Design uart_rx_fifo, sky130hd; sources not shown.
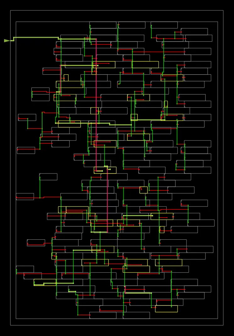
*The clock network, run 1*
Inserted Clock Buffers: 17
Clock net power: 0.00199 W
number of clock buffers in the layout: 17
FF+latch count: 146
# clock sinks: 146

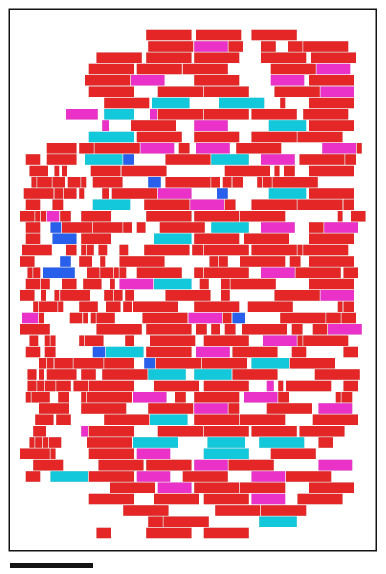
*Cell sizes after repair, run 1*
Bar = 20 um.
[cyan] _6 and larger | cells: 23 | share: 6.4%
[blue] _3 and _4 cells | cells: 10 | share: 2.8%
[magenta] _2 cells | cells: 39 | share: 11%
[red] _0 and _1 cells | cells: 290 | share: 80%
slack of the critical path: 0.2291 ns
Non-clock buffers: 32
fin area: 6885 um^2
area growth from synthesis to layout: 18.68%

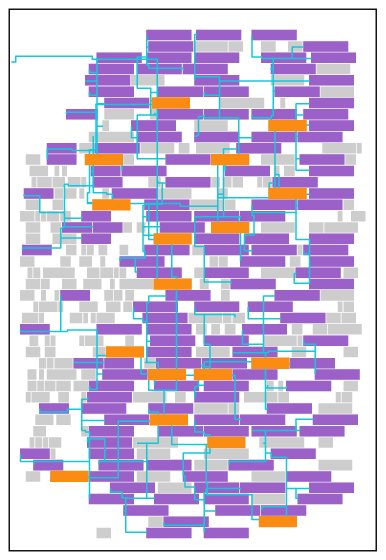
*Clock distribution, run 1*
[cyan] clock wires | length: 1560 um
[orange] clock drivers | count: 17
[purple] flip-flops | count: 146
routed clock nets: 18
clock share of power: 0.380
clk latency late pin: 0.41 ns

==> results_slide.txt, run 1 <==
Run Summary

Run status
  • Status: finished, final reports clean

Global routing
  • Grt total ovfl: 0
  • Number of global-route vias before repair: 3011
  • GRT met1 Usage: 0.2501
  • Most used routing layer: met2

Synthesis
  • Syn nets: 335
  • Simple-Gate Fraction of Synth Area: 0.05887
  • Main flop type: edfxtp_1
  • Most common cell in the netlist: edfxtp_1
  • Asr flop ratio synth: 0
  • Logic family by area: multiplexers
  • Seq/Total Area, Yosys: 0.7246
  • Mapped Area: 5802 um^2

Critical path
  • Critical Path AT: 2.46 ns
  • Critical Path Stages: 5
  • Worst Path Buf+Inv: 2
  • Max stage delay on crit path: 0.55 ns
  • Setup Crit Path Kind: flop to primary output

Clock network
  • Clock root cell: clkbuf_16
  • Setup bufs post-CTS: 0
  • H-tree levels: 4
  • CTS Buffer Depth: 2
  • CTS clock-pin slew for the worst setup and hold paths: 0.06 ns

Flow run
  • Max-cap violation count: 0
  • Log Warnings: 29

Timing
  • Max_slew headroom: 0.5331
  • Final hold violations: 0
  • Setup total negative slack: 0 ns
  • Minimum clock period: 3.171 ns
  • Slew @ Worst Pin: 0.6910 ns

Route
  • Routed vias/inst: 5.851
  • Final wirelength: 10790 um
  • DR vias: 2943
  • Detailed Routing Iterations Pass 1: 4
  • Uppermost routed layer: met4

Finish
  • Max-area cell class: sequential cells
  • Nets: 372
  • Clk tree area frac: 0.09304

Placed design
  • Post-detail-place hpwl: 6915 um

Power
  • Seq group: 0.00209 W
  • Cell internal pwr: 0.003937 W

Worst hold path
  • Min-Delay Path Depth: 2
  • Hold WC Path Type: flop to flop

Die
  • Core area: 10190 um^2
### Sequential cells grouped by signal name, run 1

Bar = 20 um.
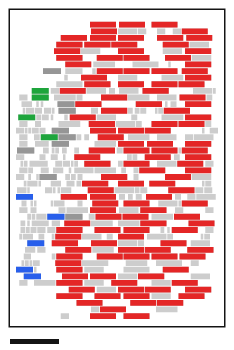

==> run 1 -> run 2 <==
--- a/config.mk
+++ b/config.mk
@@ -8,7 +8,7 @@
 export ABC_CLOCK_PERIOD_IN_PS = 3400
 export CAP_MARGIN = 20
 export CORE_ASPECT_RATIO = 1.5
-export CORE_MARGIN = 2
+export CORE_MARGIN = 3
 export CORE_UTILIZATION = 55
 export CTS_CLUSTER_DIAMETER = 80
 export DETAILED_ROUTE_END_ITERATION = 8
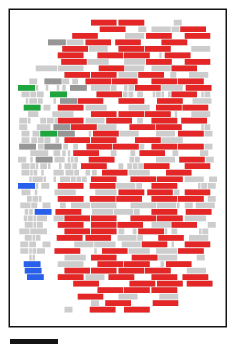
*Sequential cells grouped by signal name, run 2*
Bar = 20 um.
[green] u_ctrl.rd_ptr | placed flops: 4
[blue] u_ctrl.count | placed flops: 5 | where: bottom left
[red] mem_q | placed flops: 128
final core area utilization: 0.6723
sequential fraction of total cell area: 0.6138
Seq group: 0.00209 W

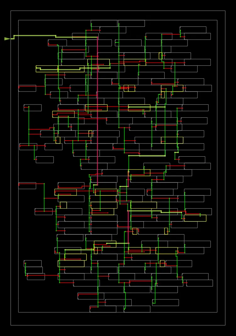
*The clock network, run 2*
Clock net power: 0.00188 W
number of clock buffers in the layout: 19

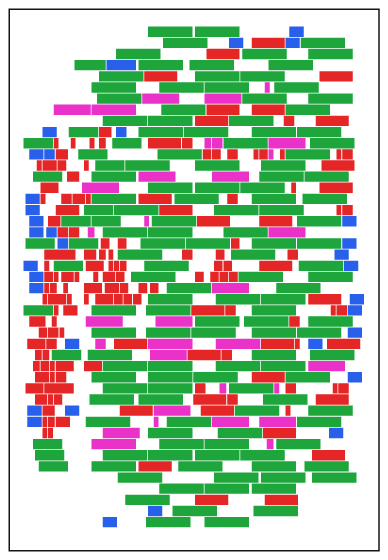
*Placed cells, one color a class, run 2*
[red] combinational and other logic | cells: 152 | share of their area: 23%
[blue] remaining buffers and delay cells | cells: 33 | share of their area: 4.9%
[green] sequential cells | cells: 146 | share of their area: 63%
[magenta] clock drivers and dummy loads | cells: 32 | share of their area: 9.0%
core area: 10190 um^2
# rows: 45
fin area: 6852 um^2

==> results_slide.txt, run 2 <==
Run Summary

Finish
  • Nets: 373
  • Non-clock buffers: 33
  • Clk tree area frac: 0.08747
  • Max-area cell class: sequential cells
  • Area growth from synthesis to layout: 18.09%

Clock network
  • # clock sinks: 146
  • CTS Buffer Depth: 2
  • Clock root cell: clkbuf_16
  • H-tree levels: 4
  • Setup bufs post-CTS: 0

Synthesis
  • Simple-Gate Fraction of Synth Area: 0.05887
  • Syn nets: 335
  • Logic family by area: multiplexers
  • Seq/Total Area, Yosys: 0.7246
  • Mapped Area: 5802 um^2

Critical path
  • Worst Path Buf+Inv: 2
  • Max stage delay on crit path: 0.62 ns
  • Setup Crit Path Kind: flop to flop
  • Critical Path AT: 3.27 ns

Run status
  • Status: finished, final reports clean

Timing
  • Max_slew headroom: 0.5206
  • Minimum clock period: 3.175 ns
  • Setup total negative slack: 0 ns
  • Final hold violations: 0
  • Slack of the critical path: 0.2247 ns
  • Slew @ Worst Pin: 0.7177 ns

Power
  • Cell internal pwr: 0.003857 W
  • Clock share of power: 0.367

Flow run
  • Max-cap violation count: 0

Route
  • Detailed Routing Iterations Pass 1: 4
  • Uppermost routed layer: met4
  • DR vias: 2883
  • Final wirelength: 10700 um

Global routing
  • GRT met1 Usage: 0.2285
  • Grt total ovfl: 0
  • Number of global-route vias before repair: 3152

Worst hold path
  • Hold WC Path Type: flop to flop
  • Min-Delay Path Depth: 2
### Cell sizes after repair, run 2

Bar = 20 um.
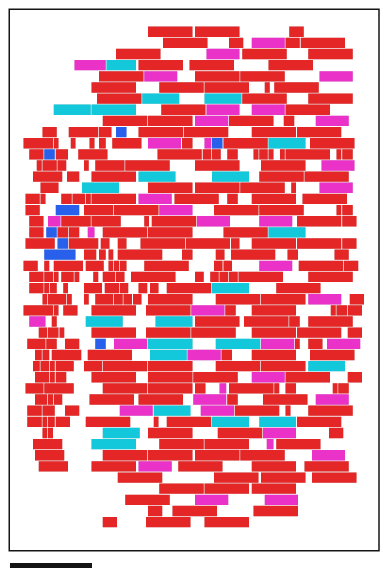

==> run 2 -> run 3 <==
--- a/config.mk
+++ b/config.mk
@@ -15,6 +15,7 @@
 export HOLD_SLACK_MARGIN = 0.06
 export MAX_ROUTING_LAYER = met4
 export PLACE_DENSITY = 0.73
+export SETUP_SLACK_MARGIN = 0.3
 export SLEW_MARGIN = 20
 export SYNTH_ARGS = -nofsm -noshare
 export SYNTH_HDL_FRONTEND = slang
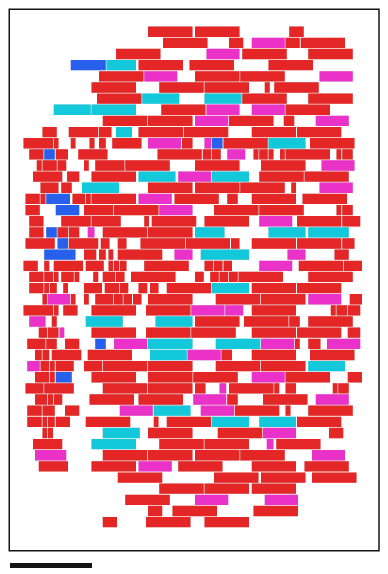
*Cell sizes after repair, run 3*
Bar = 20 um.
[red] _0 and _1 cells | cells: 285 | share: 78%
[magenta] _2 cells | cells: 45 | share: 12%
[cyan] _6 and larger | cells: 26 | share: 7.1%
[blue] _3 and _4 cells | cells: 10 | share: 2.7%
area growth from synthesis to layout: 20.23%
fin area: 6975 um^2
Non-clock buffers: 36
slack of the critical path: 0.2941 ns

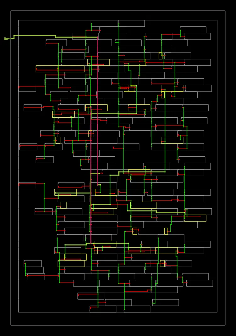
*The clock network, run 3*
Clock net power: 0.00189 W

==> results_slide.txt, run 3 <==
Run Summary

Placed design
  • Post-detail-place hpwl: 6887 um

Finish
  • Number of clock buffers in the layout: 19
  • FF+latch count: 146
  • Clk tree area frac: 0.08592
  • Nets: 376

Flow run
  • Log Warnings: 31
  • Max-cap violation count: 0

Clock network
  • Inserted Clock Buffers: 17
  • CTS clock-pin slew for the worst setup and hold paths: 0.05 ns
  • Clk latency late pin: 0.41 ns
  • CTS Buffer Depth: 2
  • # clock sinks: 146
  • Clock root cell: clkbuf_16
  • H-tree levels: 4

Synthesis
  • Main flop type: edfxtp_1
  • Syn nets: 335
  • Most common cell in the netlist: edfxtp_1
  • Simple-Gate Fraction of Synth Area: 0.05887
  • Asr flop ratio synth: 0
  • Seq/Total Area, Yosys: 0.7246

Route
  • Final wirelength: 11120 um
  • Uppermost routed layer: met4
  • Routed vias/inst: 5.769

Critical path
  • Max stage delay on crit path: 0.51 ns
  • Worst Path Buf+Inv: 2
  • Critical Path AT: 2.40 ns

Timing
  • Setup total negative slack: 0 ns
  • Slew @ Worst Pin: 0.7726 ns
  • Minimum clock period: 3.106 ns
  • Final hold violations: 0

Global routing
  • Most used routing layer: met2
  • Number of global-route vias before repair: 3220
  • GRT met1 Usage: 0.2303
  • Grt total ovfl: 0

Worst hold path
  • Hold WC Path Type: flop to flop
  • Min-Delay Path Depth: 2

Power
  • Clock share of power: 0.358
  • Cell internal pwr: 0.003954 W

Run status
  • Status: finished, final reports clean
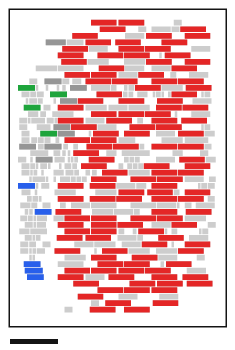
*Sequential cells grouped by signal name, run 3*
Bar = 20 um.
[red] mem_q | placed flops: 128
[green] u_ctrl.rd_ptr | placed flops: 4
[blue] u_ctrl.count | placed flops: 5 | where: bottom left
final core area utilization: 0.6845
Seq group: 0.00211 W
Register Area: 4209 um^2
sequential fraction of total cell area: 0.6034

Power and IR drop assume default switching activity.
